==> config.mk <==
export PLATFORM = sky130hd
export DESIGN_NAME = parking_lot_sensor
export DESIGN_NICKNAME = d
export VERILOG_FILES = /design/src/rtl/parking_lot_sensor.sv
export SDC_FILE = /design/constraint.sdc
export NUM_CORES = 1
export LEC_CHECK = 0
export CORE_ASPECT_RATIO = 1.5
export CORE_MARGIN = 5
export CORE_UTILIZATION = 62
export CTS_BUF_LIST = sky130_fd_sc_hd__clkbuf_16
export CTS_CLUSTER_DIAMETER = 200
export CTS_CLUSTER_SIZE = 20
export DETAILED_ROUTE_END_ITERATION = 10
export PLACE_DENSITY = 0.82
export SKIP_CTS_REPAIR_TIMING = 1
export SLEW_MARGIN = 40
export SYNTH_ARGS = -nofsm -noshare
export SYNTH_HDL_FRONTEND = slang
export SYNTH_SLANG_ARGS = --single-unit
==> constraint.sdc <==
create_clock -name clk -period 2.3 [get_ports clk]
set_input_delay 0.46 -clock clk [delete_from_list [all_inputs] [get_ports clk]]
set_output_delay 0.46 -clock clk [all_outputs]
set_load 0.03 [all_outputs]
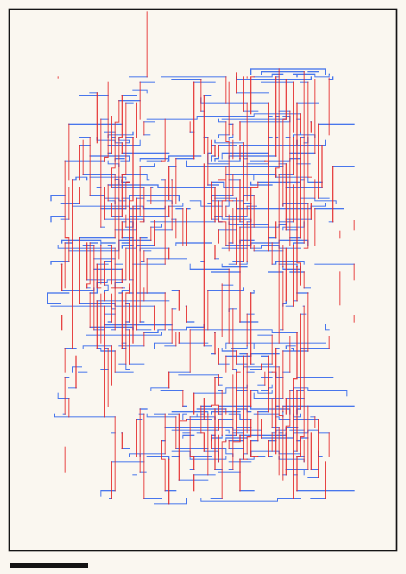
run_1/wires.png
Bar = 10 µm. Only two layers are drawn.
legend:
  metal 1:
    colour: blue
    wire_length: 1210 µm
  metal 2:
    colour: red
    wire_length: 1490 µm
gr usage total: 18.7%
count of vias placed by the detailed router: 1248
detail-routed net length per standard cell: 14.2 µm
wire length reported by the detailed router: 2.92 mm

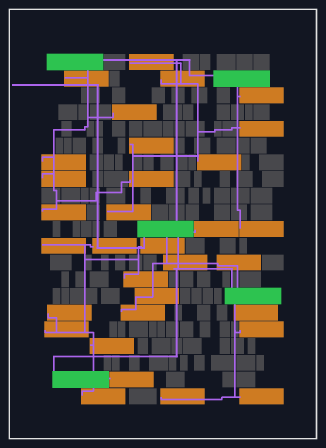
run_1/clk_routes.png
legend:
  clock wires:
    colour: purple
    length: 466 µm
  clock drivers:
    colour: green
    count: 5
  flip-flops:
    colour: orange
    count: 32
flops lie: spread over the die
routed clock nets: 6
clock skew: 0.00536 ns
clock network power: 0.000616 W
clock latency at the later pin of the worst-skew pair: 0.28 ns
part of the power in the clock network: 51.4%

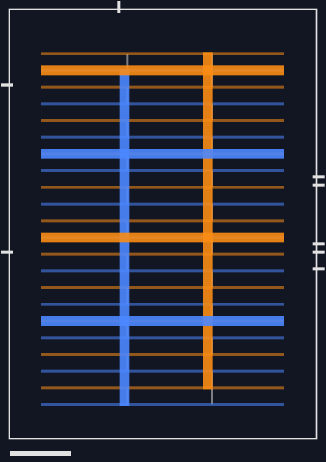
run_1/power_grid.png
Bar = 10 µm. Pins as bars on the die edge. Tap cells in grey.
legend:
  VDD:
    colour: orange
  VSS:
    colour: blue
met5 straps: 4
met4 straps: 2
met1 rails: 22
signal pins: 8
largest vdd supply drop: 0.719 mV
width of the chip: 49.8 µm
height of the die: 69.7 µm
Core Box Area: 2260 µm²

==> run notes, run 1 <==
Numbers from the implementation run.

The run finished with clean final reports. The layout has 176 filler cells. Looking at the setup timing report, the critical path kind is register to output port. The number of nets in the synthesized netlist is roughly 180. From synthesis to final layout, the design area changed by 15.6%. Counting I/O delays and the setup requirement, the final critical path takes about 2.2 ns. The count of pins over their slew limit is 0. The number of detailed-routing iterations run before antenna repair is 4. TritonCTS built the clock tree. The minimum setup slack among reg-to-reg paths is 0.74 ns. The clock slew seen by the registers of the worst setup and hold paths is 0.05 ns. The number of max-cap violations is 0. The script reports the combined buffer and inverter count of the critical path as 1.

The multi-input combinational cell area is a little under 800 µm². The synthesized design contains 0 enable-type register cells. The remaining number of nets flagged by the antenna check after routing is 0. The maximum number of pins on one net before global-route repair is 17. The flip-flop count of the largest register after layout is 20. The placed wire-length estimate after detailed placement is roughly 2 mm. The largest individual stage delay along the critical path comes from the cell sky130_fd_sc_hd__clkdlybuf4s50_1.

For this run the aggregate overflow at the end of global routing stands at 0. The clock sink count is 32. STA classifies the critical path startpoint as a register. The last weighted congestion value of the routability-driven placer is ~0.81.

On the final layout, the worst hold slack is between 0.4 and 0.5 ns. The cell taking the most area after synthesis is sky130_fd_sc_hd__dfxtp_1. The cell sequence reported for the critical path is or3_4, clkdlybuf4s50_1.

The first global-routing pass estimated 5.09 mm of wire. Counting instances in the post-synthesis netlist gives the leading cell types as 32 x sky130_fd_sc_hd__dfxtp_1, 26 x sky130_fd_sc_hd__nor2_1, 11 x sky130_fd_sc_hd__o21ai_0. The total design power is 0.00120 W.

Per STA, the highest per-stage delay on the worst path measures between 0.6 and 0.7 ns. The summed standard-cell area reported by yosys is 1470 µm². The slew at the pin closest to its max-slew limit is 0.590 ns. Data on the critical path is required at its endpoint by 1.84 ns. During placement, the flow inserted port buffers numbering 7.

The number of synthesized register bits is 32. The violation tally from detailed-route iteration zero is roughly 42. Looking at the clock tree report, the maximum root-to-sink buffer count equals 2. The largest fanout on the critical path is 16. The layout summary lists the proportion of cells stronger than drive strength 1 as under 10%. Per the detail_route report, DRC violations left total 0.

The worst max-slew margin expressed relative to the limit is 60.3%. For reference, the final report shows the hold violation count at 0. Of the synthesized area, sequential elements account for around 44%. The yosys warning tally is 0. The leakage dissipation is slightly below 0.6 nW. In the finished design, the share of the clock period the worst path needs comes to 95.6%.

Setup repair after global routing left no endpoint under its margin. Per the Yosys statistics, synthesis produced 172 cells. The gate family responsible for the most delay along the worst path is buffers and inverters. Note that the worst hold path type here is register to register. The floorplan has 21 rows. The worst setup path is captured at an output port. The number of global-route vias before repair is between 1000 and 1500.

After the flow finishes, the layout carries non-filler instances totaling 206. The detailed placer reported the number of placed instances as between 150 and 200. The synthesis report lists the most area-consuming cells as sky130_fd_sc_hd__dfxtp_1 44%, sky130_fd_sc_hd__nor2_1 6.6%, sky130_fd_sc_hd__xor2_1 4.2%.

The CTS root buffer is sky130_fd_sc_hd__clkbuf_16. The TritonCTS buffer count is 5. The mapped netlist covers about 1500 µm². The signal arrival time at the worst endpoint is 1.74 ns. Per the cell usage report, the commonest logic cell in the layout is sky130_fd_sc_hd__dfxtp_1. The synthesis stats list as the most numerous cell sky130_fd_sc_hd__dfxtp_1. The utilization of the core after routing is about three quarters. The report lists the power per cell area as just over 700 nW/µm². In the final design database the tool counted roughly 190 nets. The register area is 641 µm². The floorplan report gives the top-level pin count as 8. For this run, the final setup violation count is recorded as 0. The count of cell instances traversed by the critical path is 2. The H-tree was split into 2 levels. The library cells used most frequently in the layout, excluding fill and tap cells, are 32 x sky130_fd_sc_hd__dfxtp_1, 26 x sky130_fd_sc_hd__nor2_1, 11 x sky130_fd_sc_hd__o21ai_0. The number of distinct library cells after synthesis is 36. Setup total negative slack on the finished layout was measured at 0 ns.

The number of cells on the worst reg-to-reg path is 4. The gate count after technology mapping is roughly 170. The initial antenna violation count is 0. The share of synthesized area in the top cell type comes to 43.5%. Before placement the cells fill 65.1% of the core. OpenROAD emitted warnings numbering 26. The flow reports an fmax of 455 MHz. In this run the full chip footprint comes out at roughly 3500 µm².

The fraction of synthesis flops using an asynchronous set or reset pin is 0%. The number of vias per cell after detailed routing is roughly 6.1. Looking at the cell usage after synthesis, the top flip-flop cell is sky130_fd_sc_hd__dfxtp_1. 0 antenna diodes ended up in the layout. The post-synthesis average cell area is 8.55 µm².

Along the worst hold path, the cell count comes to 1.
## run 1: where the power goes
part | switching (W) | leakage (nW) | internal [W] | total [W]
Sequential | 0.00000204 | 0.259 | 0.000560 | 0.000562
Combinational | 0.00000925 | 0.250 | 0.0000101 | 0.0000194
Clock | 0.000228 | 0.0709 | 0.000388 | 0.000616
Total | 0.000239 | 0.579 | 0.000958 | 0.00120
## run 1: final cells by class
cell class,count,area share (%)
clock buffer,5,7.36
clock inverter,2,0.515
timing repair buffer,10,5.45
multi-input combinational,128,46.0
sequential,32,37.7
inverter,6,1.32
tap,23,1.69
## run 1: per-layer routing
| metal | wire, µm | GRT usage (%) |
|---|---|---|
| met1 | 1210 | 19.4 |
| met2 | 1490 | 30.9 |
| met3 | 149 | 7.53 |
| met4 | 68 | 10.5 |
| met5 | 0 | 0 |
## run 1: cells by family (layout without fill, tap and decap cells)
group           after synthesis  after routing  share of synthesized area (%)
buf+inv                      12             23                           3.32
fa+ha+maj                     2              2                           1.70
xor+xnor                     13             13                           7.74
flops                        32             32                           43.5
compound gates               37             37                           15.9
simple gates                 76             76                           27.8
## run 1: per-stage QoR
step	cell area [µm²]	setup WS [ns]
2_1_floorplan	1470	1.02
3_3_place_gp	1570	0.451
3_5_place_dp	1570	0.405
4_1_cts	1700	0.108
5_1_grt	1700	0.0395
6_report	1700	0.102
## Run 2: what changed since run 1
--- a/config.mk
+++ b/config.mk
@@ -5,14 +5,15 @@
 export SDC_FILE = /design/constraint.sdc
 export NUM_CORES = 1
 export LEC_CHECK = 0
+export CELL_PAD_IN_SITES_DETAIL_PLACEMENT = 2
+export CELL_PAD_IN_SITES_GLOBAL_PLACEMENT = 2
 export CORE_ASPECT_RATIO = 1.5
 export CORE_MARGIN = 5
-export CORE_UTILIZATION = 62
+export CORE_UTILIZATION = 38
 export CTS_BUF_LIST = sky130_fd_sc_hd__clkbuf_16
 export CTS_CLUSTER_DIAMETER = 200
-export CTS_CLUSTER_SIZE = 20
 export DETAILED_ROUTE_END_ITERATION = 10
-export PLACE_DENSITY = 0.82
+export PLACE_DENSITY_LB_ADDON = 0.1
 export SKIP_CTS_REPAIR_TIMING = 1
 export SLEW_MARGIN = 40
 export SYNTH_ARGS = -nofsm -noshare
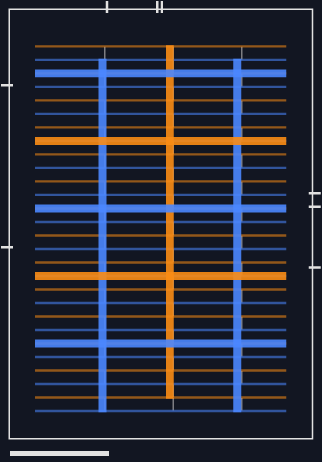
run_2/power_grid.png
Bar = 20 µm. Pins as bars on the die edge. Tap cells in grey.
legend:
  VSS:
    colour: blue
  VDD:
    colour: orange
signal pins: 8
tap cells: 43
met5 straps: 5
met4 straps: 3
largest vdd supply drop: 0.940 mV
Core Box Area: 3720 µm²
width of the chip: 60.8 µm
height of the die: 86.2 µm

==> run notes, run 2 <==
Numbers from the implementation run.

The initial antenna violation count is 0 (unchanged). The CTS root buffer is sky130_fd_sc_hd__clkbuf_16 (unchanged). The initial standard-cell utilization of the core came to 39.6% (was 65.1%).

The sort of element at the start of the critical path is a register (unchanged). The minimum setup slack among reg-to-reg paths is 0.56 ns (was 0.74 ns). The remaining design rule violation count is 0 (unchanged). The last weighted congestion value of the routability-driven placer is 0.713 (was 0.814). The post-synthesis cell area was 1470 µm² (unchanged). The total negative setup slack is 0 ns (unchanged). The post-route clock skew is 0.00249 ns (was 0.00536 ns).

The clock sink count was 32 (unchanged). The path depth of the worst reg2reg path was 4 (unchanged). The die area was 5240 µm² (was 3470 µm²). The worst path required time came to 1.84 ns (about the same). The maximum number of pins on one net before global-route repair is 16 (was 17). The wire length of the first global-routing pass was 7.00 mm (was 5.09 mm). The switching portion of total power came to 18.4% (was 20.0%). The proportion of power drawn by the clock network came to 55.7% (was 51.4%). The number of standard cells in the final layout excluding fillers came to 228 (was 206). The remaining number of nets flagged by the antenna check after routing was 0 (unchanged). The share of the cycle needed by the critical path after routing is 89.3% (was 95.6%). Setup repair after global routing missed its margin: no (unchanged). The number of distinct library cells after synthesis is 36 (unchanged). The internal power summed over all cells is 0.00107 W (was 0.000958 W).

The fraction of power consumed by combinational cells is 1.6% (about the same). The share of Yosys cell area claimed by the top area cell type came to 43.5% (unchanged). The top flip-flop cell by instance count after synthesis is sky130_fd_sc_hd__dfxtp_1 (unchanged).

The flip-flop count of the largest register after layout came to 20 (unchanged). The number of detailed-routing iterations run before antenna repair is 4 (unchanged). The number of failing setup endpoints in the final timing report is 0 (unchanged). The warning total across the stage logs is 26 (unchanged).

The number of vias per cell after detailed routing came to 5.77 (was 6.06). The number of synthesized register bits came to 32 (unchanged). The cell count after placement is 220 (was 199). The total design power is 0.00132 W (was 0.00120 W). The CTS H-tree depth was 2 (unchanged). The total global routing track utilization is 18.1% (was 18.7%). The placed wire-length estimate after detailed placement came to 2.80 mm (was 2.00 mm). The total number of vias is 1315 (was 1248). Result of the run: finished clean (unchanged). The clock slew seen by the registers of the worst setup and hold paths is 0.05 ns (about the same).

The worst hold path depth was 1 (unchanged). The number of global-route vias before repair is 1399 (was 1221). The summed standard-cell area reported by yosys was 1470 µm² (unchanged). The leakage dissipation is 0.599 nW (was 0.579 nW). The clock latency of the later-clocked register in the worst-skew pair is 0.27 ns (was 0.28 ns). The startpoint-to-endpoint class of the critical path is register to output port (unchanged).

The count of pins over their slew limit is 0 (unchanged). The path type of the worst min-delay path is register to register (unchanged). The routed wire length per instance is 18.3 µm (was 14.2 µm). The synthesized netlist net count is 178 (unchanged). Top cells by area in the synthesized netlist: sky130_fd_sc_hd__dfxtp_1 44%, sky130_fd_sc_hd__nor2_1 6.6%, sky130_fd_sc_hd__xor2_1 4.2% (unchanged). The total wirelength of the detailed-routed design is 4.17 mm (was 2.92 mm). The yosys warning tally is 0 (unchanged). The power density normalized to cell area came to 747 nW/µm² (was 704 nW/µm²). The largest fanout on the critical path was 3 (was 16). The number of cell instances after yosys synthesis came to 172 (unchanged).

The fmax is 487 MHz (was 455 MHz). The final critical delay including setup and external delays is 2.05 ns (was 2.20 ns). The most frequent standard cell in the layout excluding fill and tap cells is sky130_fd_sc_hd__dfxtp_1 (unchanged). The port buffer count was 7 (unchanged). The diode insertion count for antenna repair came to 0 (unchanged).

The violation tally from detailed-route iteration zero is 54 (was 42). The count of filler cells inserted in the layout is 410 (was 176). The slew at the pin closest to its max-slew limit is 0.636 ns (was 0.590 ns). Post-synth top cells: 32 x sky130_fd_sc_hd__dfxtp_1, 26 x sky130_fd_sc_hd__nor2_1, 11 x sky130_fd_sc_hd__o21ai_0 (unchanged). The signal arrival time at the worst endpoint is 1.59 ns (was 1.74 ns). The fraction of power consumed by sequential logic is 42.7% (was 46.9%).
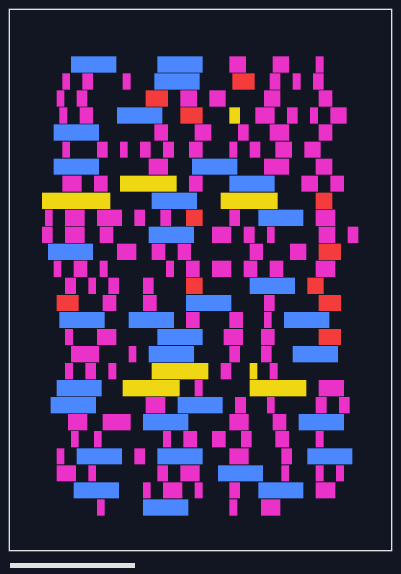
run_2/placement_by_type.png
Bar = 20 µm.
legend:
  sequential cells:
    colour: blue
    cells: 32
    share_of_their_area: 37%
  combinational and other logic:
    colour: magenta
    cells: 134
    share_of_their_area: 47%
  clock drivers and dummy loads:
    colour: yellow
    cells: 8
    share_of_their_area: 9.6%
  remaining buffers and delay cells:
    colour: red
    cells: 11
    share_of_their_area: 5.9%
final cell area excluding filler cells: 1760 µm²
utilization after layout: 47.4%
sequential portion of the cell area: 36.3%
row cnt: 27

## run 2: layer usage
| layer | up-vias | track usage (%) | wire length, µm |
|---|---|---|---|
| met5 | - | 0 | 0 |
| met4 | 0 | 6.51 | 72 |
| met3 | 4 | 3.58 | 73 |
| met2 | 14 | 32.4 | 2300 |
| met1 | 663 | 20.4 | 1720 |
| li1 | 634 | - | - |
## run 2: critical path, stage by stage, from the launching register on
cell	delay, ns
sky130_fd_sc_hd__dfxtp_1	0.32
sky130_fd_sc_hd__or3_4	0.40
sky130_fd_sc_hd__clkdlybuf4s50_1	0.60
## run 2: cell type report
cell class / instances / area [µm²] / area share [%]
Sequential cell: 32 / 641 / 36.3
Timing Repair Buffer: 11 / 100 / 5.68
Clock buffer: 5 / 125 / 7.10
Inverter: 6 / 22.5 / 1.28
Multi-Input combinational cell: 128 / 782 / 44.4
Clock inverter: 3 / 38.8 / 2.20
Tap cell: 43 / 53.8 / 3.05
## run 2: per-stage QoR
stage               instance area [µm²]  setup WS (ns)  util, %
floorplan                          1470           1.02        -
global placement                   1600          0.556     43.0
detailed placement                 1600          0.463     43.0
CTS                                1760          0.237     47.4
global route                       1760          0.198     47.4
finish                             1760          0.245     47.4
## run 2: cell families after synthesis
family | after synthesis | synth area share [%]
compound gates | 37 | 15.9
fa+ha+maj | 2 | 1.70
simple gates | 76 | 27.8
flops | 32 | 43.5
buf+inv | 12 | 3.32
xor+xnor | 13 | 7.74
## run 2: power groups by stage
stage          Sequential (W)  Combinational (W)  Clock, W
2_1_floorplan        0.000572          0.0000100         0
3_3_place_gp         0.000573          0.0000195         0
3_5_place_dp         0.000573          0.0000210         0
4_1_cts              0.000561          0.0000220  0.000754
5_1_grt              0.000561          0.0000237  0.000777
6_report             0.000562          0.0000214  0.000733
Power is estimated from default activity; no workload was simulated.
